--- src/rtl/bridge_mem_arbiter_pkg.sv ---
// Shared definitions for the three-requester burst memory arbiter:
// the FSM encoding, requester count, burst length width and index helpers.
package bridge_mem_arbiter_pkg;

    localparam int NUM_REQ   = 3;
    localparam int LEN_WIDTH = 2;
    localparam int IDX_WIDTH = 2;

    localparam logic [0:0] ST_IDLE  = 1'b0;
    localparam logic [0:0] ST_BURST = 1'b1;

    typedef logic [IDX_WIDTH-1:0] req_idx_t;
    typedef logic [NUM_REQ-1:0]   req_vec_t;

    // Requester index (base + offset) wrapped modulo NUM_REQ.
    function automatic req_idx_t rr_index(req_idx_t base, req_idx_t offset);
        logic [IDX_WIDTH:0] sum;
        sum = {1'b0, base} + {1'b0, offset};
        if (sum >= (IDX_WIDTH+1)'(NUM_REQ)) begin
            sum = sum - (IDX_WIDTH+1)'(NUM_REQ);
        end
        return sum[IDX_WIDTH-1:0];
    endfunction

    function automatic req_idx_t onehot_to_idx(req_vec_t vec);
        req_idx_t idx;
        idx = '0;
        for (int i = 0; i < NUM_REQ; i++) begin
            if (vec[i]) begin
                idx = req_idx_t'(i);
            end
        end
        return idx;
    endfunction

endpackage

--- src/rtl/bridge_mem_arbiter_if.sv ---
// Requester-side bus of the arbiter: packed per-requester request fields
// going in, grant/ack/read-data handshake coming back.
interface bridge_mem_arbiter_if
    import bridge_mem_arbiter_pkg::*;
#(
    parameter int ADDR_WIDTH = 4,
    parameter int DATA_WIDTH = 16
);

    logic [NUM_REQ-1:0]            req;
    logic [NUM_REQ-1:0]            we;
    logic [NUM_REQ*ADDR_WIDTH-1:0] addr;
    logic [NUM_REQ*LEN_WIDTH-1:0]  len;
    logic [NUM_REQ*DATA_WIDTH-1:0] wdata;
    logic [NUM_REQ-1:0]            gnt;
    logic [NUM_REQ-1:0]            ack;
    logic [DATA_WIDTH-1:0]         rdata;
    logic [NUM_REQ-1:0]            rvalid;

    modport master (
        output req, we, addr, len, wdata,
        input  gnt, ack, rdata, rvalid
    );

    modport slave (
        input  req, we, addr, len, wdata,
        output gnt, ack, rdata, rvalid
    );

endinterface

--- src/rtl/rr_arbiter.sv ---
// Combinational round-robin picker: scans requests starting at ptr and
// returns the first one found as a one-hot grant.
module rr_arbiter
    import bridge_mem_arbiter_pkg::*;
(
    input  req_vec_t req,
    input  req_idx_t ptr,
    output req_vec_t grant
);

    req_idx_t idx;
    logic     found;

    always_comb begin
        grant = '0;
        found = 1'b0;
        idx   = '0;
        for (int i = 0; i < NUM_REQ; i++) begin
            idx = rr_index(ptr, req_idx_t'(i));
            if (!found && req[idx]) begin
                grant[idx] = 1'b1;
                found      = 1'b1;
            end
        end
    end

endmodule

--- src/rtl/bridge_mem_arbiter.sv ---
// Three-requester burst arbiter in front of a small single-port register
// memory; one burst at a time, one word per cycle, round-robin fairness.
module bridge_mem_arbiter
    import bridge_mem_arbiter_pkg::*;
#(
    parameter int ADDR_WIDTH = 4,
    parameter int DATA_WIDTH = 16
)(
    input  logic                  CLK_100M,
    input  logic                  reset,
    bridge_mem_arbiter_if.slave   bus
);

    localparam int DEPTH = 2**ADDR_WIDTH;

    logic [ADDR_WIDTH-1:0] req_addr  [NUM_REQ];
    logic [LEN_WIDTH-1:0]  req_len   [NUM_REQ];
    logic [DATA_WIDTH-1:0] req_wdata [NUM_REQ];

    for (genvar g = 0; g < NUM_REQ; g++) begin : g_unpack
        assign req_addr[g]  = bus.addr[g*ADDR_WIDTH +: ADDR_WIDTH];
        assign req_len[g]   = bus.len[g*LEN_WIDTH +: LEN_WIDTH];
        assign req_wdata[g] = bus.wdata[g*DATA_WIDTH +: DATA_WIDTH];
    end

    logic [0:0]            state;
    req_vec_t              gnt_q;
    req_idx_t              win_idx;
    req_idx_t              rr_ptr;
    logic [ADDR_WIDTH-1:0] cur_addr;
    logic [LEN_WIDTH-1:0]  len_q;
    logic [LEN_WIDTH-1:0]  beat;
    logic                  we_q;
    logic [DATA_WIDTH-1:0] rdata_q;
    req_vec_t              rvalid_q;
    logic [DATA_WIDTH-1:0] mem [DEPTH];

    req_vec_t grant;
    req_idx_t grant_idx;
    logic     win_req;
    logic     beat_active;
    logic     last_beat;

    rr_arbiter u_rr_arbiter (
        .req   (bus.req),
        .ptr   (rr_ptr),
        .grant (grant)
    );

    assign grant_idx   = onehot_to_idx(grant);
    assign win_req     = bus.req[win_idx];
    // A beat only happens while the winner still holds its request.
    assign beat_active = (state == ST_BURST) && win_req;
    assign last_beat   = (beat == len_q);

    assign bus.gnt    = gnt_q;
    assign bus.ack    = beat_active ? gnt_q : '0;
    assign bus.rdata  = rdata_q;
    assign bus.rvalid = rvalid_q;

    always_ff @(posedge CLK_100M or negedge reset) begin
        if (!reset) begin
            state    <= ST_IDLE;
            gnt_q    <= '0;
            win_idx  <= '0;
            rr_ptr   <= '0;
            cur_addr <= '0;
            len_q    <= '0;
            beat     <= '0;
            we_q     <= 1'b0;
            rdata_q  <= '0;
            rvalid_q <= '0;
            for (int i = 0; i < DEPTH; i++) begin
                mem[i] <= '0;
            end
        end else begin
            rvalid_q <= '0;
            if (state == ST_IDLE) begin
                if (|bus.req) begin
                    state    <= ST_BURST;
                    gnt_q    <= grant;
                    win_idx  <= grant_idx;
                    cur_addr <= req_addr[grant_idx];
                    len_q    <= req_len[grant_idx];
                    we_q     <= bus.we[grant_idx];
                    beat     <= '0;
                end
            end else begin
                if (beat_active) begin
                    if (we_q) begin
                        mem[cur_addr] <= req_wdata[win_idx];
                    end else begin
                        rdata_q  <= mem[cur_addr];
                        rvalid_q <= gnt_q;
                    end
                    cur_addr <= cur_addr + 1'b1;
                    beat     <= beat + 1'b1;
                end
                // Normal completion and an abandoned burst both hand priority on.
                if (!beat_active || last_beat) begin
                    state  <= ST_IDLE;
                    gnt_q  <= '0;
                    beat   <= '0;
                    rr_ptr <= rr_index(win_idx, req_idx_t'(1));
                end
            end
        end
    end

endmodule

--- src/flat_wrapper.sv ---
// flat-port wrapper written by rule: the top's interface ports become plain ports
module bridge_mem_arbiter_flat import bridge_mem_arbiter_pkg::*;
#(
    parameter int ADDR_WIDTH = 4,
    parameter int DATA_WIDTH = 16
)
  (CLK_100M, reset, bus_req, bus_we, bus_addr, bus_len, bus_wdata, bus_gnt, bus_ack, bus_rdata, bus_rvalid);
  bridge_mem_arbiter_if #(.ADDR_WIDTH(ADDR_WIDTH), .DATA_WIDTH(DATA_WIDTH)) bus_i ();
  input  logic CLK_100M;
  input  logic reset;
  input wire logic [$bits(bus_i.req)-1:0] bus_req;
  input wire logic [$bits(bus_i.we)-1:0] bus_we;
  input wire logic [$bits(bus_i.addr)-1:0] bus_addr;
  input wire logic [$bits(bus_i.len)-1:0] bus_len;
  input wire logic [$bits(bus_i.wdata)-1:0] bus_wdata;
  output wire logic [$bits(bus_i.gnt)-1:0] bus_gnt;
  output wire logic [$bits(bus_i.ack)-1:0] bus_ack;
  output wire logic [$bits(bus_i.rdata)-1:0] bus_rdata;
  output wire logic [$bits(bus_i.rvalid)-1:0] bus_rvalid;
  assign bus_i.req = bus_req;
  assign bus_i.we = bus_we;
  assign bus_i.addr = bus_addr;
  assign bus_i.len = bus_len;
  assign bus_i.wdata = bus_wdata;
  assign bus_gnt = bus_i.gnt;
  assign bus_ack = bus_i.ack;
  assign bus_rdata = bus_i.rdata;
  assign bus_rvalid = bus_i.rvalid;
  bridge_mem_arbiter #(.ADDR_WIDTH(ADDR_WIDTH), .DATA_WIDTH(DATA_WIDTH)) u_core (.CLK_100M(CLK_100M), .reset(reset), .bus(bus_i));
endmodule
--- config.mk ---
export PLATFORM = sky130hd
export DESIGN_NAME = bridge_mem_arbiter_flat
export DESIGN_NICKNAME = d
export VERILOG_FILES = /design/src/rtl/bridge_mem_arbiter_pkg.sv /design/src/rtl/bridge_mem_arbiter_if.sv /design/src/rtl/rr_arbiter.sv /design/src/rtl/bridge_mem_arbiter.sv /design/src/flat_wrapper.sv
export SDC_FILE = /design/constraint.sdc
export NUM_CORES = 1
export LEC_CHECK = 0
export CORE_ASPECT_RATIO = 1.5
export CORE_MARGIN = 2
export CORE_UTILIZATION = 50
export DETAILED_ROUTE_END_ITERATION = 8
export PLACE_DENSITY = 0.75
export SLEW_MARGIN = 10
export SYNTH_ARGS = -nofsm -noshare
export SYNTH_HDL_FRONTEND = slang
export SYNTH_SLANG_ARGS = --single-unit
--- constraint.sdc ---
create_clock -name CLK_100M -period 2.55 [get_ports CLK_100M]
set_input_delay 0.255 -clock CLK_100M [delete_from_list [all_inputs] [get_ports CLK_100M]]
set_output_delay 0.255 -clock CLK_100M [all_outputs]
set_load 0.02 [all_outputs]
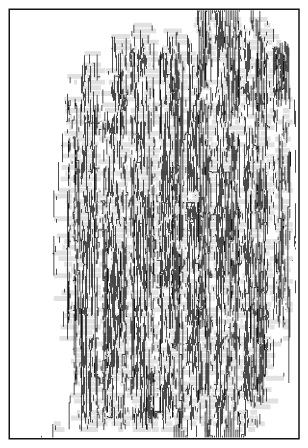
(met2 routing)
- main direction: vertical
- share of all routed wire: 52%
- nets with wire on the layer: 1158
- longest straight run: 70.7 um
- wire length on this layer: 17300 um

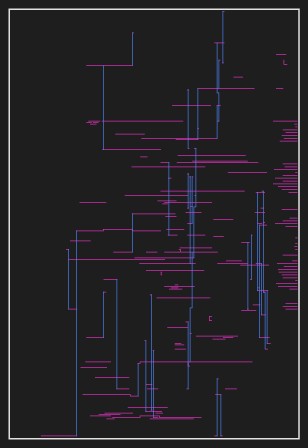
(metal layers overlaid)
Two of the layers only.
- met3: magenta (wire length 1590 um)
- met4: blue (wire length 1140 um)

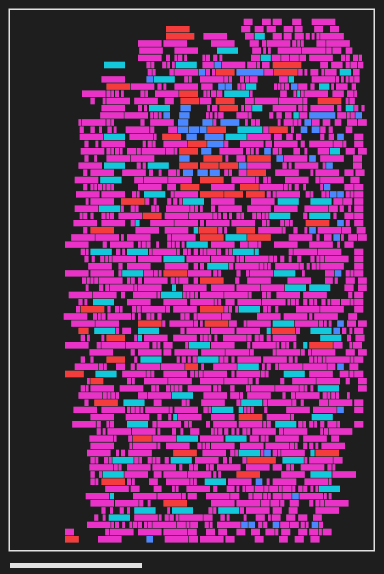
(cell sizes after repair)
Bar = 50 um.
- drive 2: cyan (cells 88; share 6.6%; most used mux4_2)
- drive 3 to 4: blue (cells 54; share 4.0%; most used buf_4)
- drive 6 and up: red (cells 60; share 4.5%; most used clkbuf_16)
- drive 1 or less: magenta (cells 1134; share 85%; most used dfrtp_1)

==> flow_metrics.env <==
# physical design summary
export IMPL_status="finished, final reports clean"
export IMPL_clk_insertion_delay_late_ns=0.53
export IMPL_drt_antenna_violating_nets=0
export IMPL_worst_ep_arrival_time_ns=2.14
export IMPL_ys_cells=1231
export IMPL_power_net_switching_mw=7.28
export IMPL_grt_pass1_vias=10100
export IMPL_cell_internal_pwr_mw=12.7
export IMPL_top_cell_area_share_pct=54.6
export IMPL_worst_setup_path_end_kind="output pin"
export IMPL_post_dp_cell_area_um2=15100
export IMPL_rr_worst_depth=8
export IMPL_globalRouteMet2Util_pct=43.3
export IMPL_worstPathMaxFanout=7
export IMPL_via_per_inst=5.82
export IMPL_path_clk_slew_ns=0.07
export IMPL_drive_above_1_share_pct=15.1
export IMPL_wl_met2_mm=17.3
export IMPL_max_slew_worst_pin_slew_ns=0.578
export IMPL_htreeDepth=1
export IMPL_synth_area_per_cell_um2=10.9
export IMPL_first_iter_violations=702
export IMPL_instances_no_fill=1673
export IMPL_setup_ws_ns=0.154
export IMPL_place_port_buffers=98
export IMPL_cp_start_kind="flip-flop"
export IMPL_syn_inst=1231
export IMPL_dr_total_vias=9731
export IMPL_crit_path_kind="reg -> out"
export IMPL_comb_power_mw=8.14
export IMPL_number_of_nets_in_the_finished_design=1399
export IMPL_irDropWorstVdd_v=0.000733
export IMPL_power_share_combinational_pct=40.7
export IMPL_place_detailed_hpwl_mm=21.0
export IMPL_grt_util_met1_pct=30.6
export IMPL_setup_viol=0
export IMPL_worstPathRequired_ns=2.30
export IMPL_holdCritPathClass="in -> async"
export IMPL_cts_max_path_buffers=3
export IMPL_globalRouteOverflowTotal=0
export IMPL_achievable_frequency_mhz=417
export IMPL_yosys_stat_area_um2=13400
export IMPL_wl_mm=33.0
export IMPL_clock_sink_count=292
export IMPL_grt_first_pass_wirelength_mm=53.4
export IMPL_asyncSetResetFlopFracSynth_pct=100
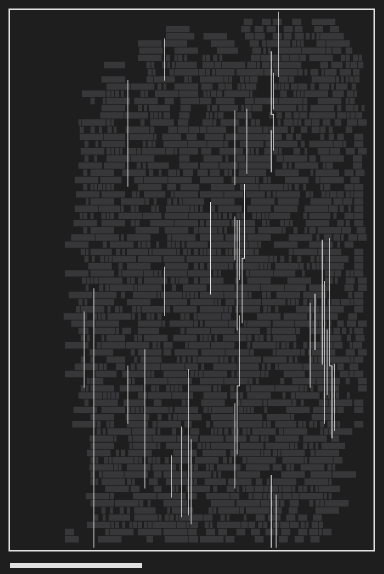
(signal wires on met4)
Bar = 50 um.
- wire length on this layer: 1140 um
- longest straight run: 97.9 um

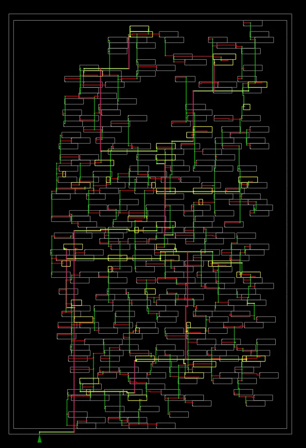
(clock nets)
number of clock buffers inserted by TritonCTS: 26
worst clock skew: 0.00889 ns

-- layout make-up --
class,instances,area (um2),area share (%)
sequential,292,7310,45.8
multi-input combinational,824,5530,34.6
timing repair buffer,159,1770,11.1
clock buffer,30,707,4.43
tap,337,422,2.64
clock inverter,18,181,1.14
inverter,13,48.8,0.306
-- sequential cells by signal (all words and copies together), names as in the netlist --
register	count
u_core.we_q	1
u_core.bus.gnt	3
u_core.cur_addr	4
u_core.win_idx	2
u_core.bus.rvalid	3
u_core.bus.rdata	16
u_core.mem	256
u_core.state	1
u_core.len_q	2
u_core.rr_ptr	2
u_core.beat	2
-- timing repair --
action | 4_1_cts | 5_1_grt
endpoints found under the setup margin | 3 | 3
hold buffers | 1 | 0
endpoints found under the hold margin | 42 | 0
gates cloned | 0 | 0
gates resized | 3 | 1
-- worst max-delay path: stages, from the launching register on --
cell and delay (ns):
dfrtp_1 0.45, nand2b_1 0.23, a211o_1 0.40, nor3_1 0.16, dlygate4sd2_1 0.37
-- synth_stat cells (all sizes together) (2+ instances only) --
cell type and n:
dfrtp 292, nor2 228, a21oi 213, nand2 103, o21ai 72, mux4 64
buf 54, mux2i 54, clkbuf 48, o221ai 18, inv 13, ha 9
nor3 8, nand3 6, nand2b 5, nand3b 5, mux2 4, nand4 4
o211ai 3, o22ai 3, or2 3, a21boi 2, nor2b 2, o21a 2
o221a 2, o31ai 2, xor2 2
-- cells by family (layout without fill, tap and decap cells) --
kind of cell	Yosys count	in the layout	share of synthesized area, %
AOI/OAI and AO/OA	324	324	13.2
xor gates and xnor gates	3	3	0.196
adders and majority gates	9	9	0.841
buffers and inverters	115	220	4.20
DFF	292	292	54.6
muxes	122	122	15.1
and+or+nand+nor	366	366	11.8
-- placed cells by master, fill, tap and decap left out, drive strengths merged, types with 3 or more instances in the layout --
| cell type | netlist | layout |
|---|---|---|
| clkbuf | 48 | 30 |
| nand3b | 5 | 5 |
| nor3 | 8 | 8 |
| mux2 | 4 | 4 |
| nand2b | 5 | 5 |
| dlygate4sd2 | 0 | 3 |
| clkdlybuf4s50 | 0 | 94 |
| a21oi | 213 | 213 |
| bufinv | 0 | 3 |
| ha | 9 | 9 |
| mux2i | 54 | 54 |
| o22ai | 3 | 3 |
| or2 | 3 | 3 |
| clkinv | 0 | 13 |
| dfrtp | 292 | 292 |
| nand2 | 103 | 103 |
| nand3 | 6 | 6 |
| buf | 54 | 61 |
| o21ai | 72 | 72 |
| o221ai | 18 | 18 |
| nor2 | 228 | 228 |
| mux4 | 64 | 64 |
| inv | 13 | 14 |
| o211ai | 3 | 3 |
| nand4 | 4 | 4 |
-- worst paths after layout --
check / start / to / slack [ns]
max: u_core.win_idx[0] / bus_ack[2] / 0.15
min: reset / u_core.mem[236] / 0.21
max reg2reg: u_core.rr_ptr[0] / u_core.cur_addr[1] / 0.20
min reg2reg: u_core.mem[225] / u_core.mem[225] / 0.48
max in group asynchronous: reset / u_core.mem[196] / 1.44
min in group CLK_100M: bus_len[4] / u_core.len_q[0] / 0.31
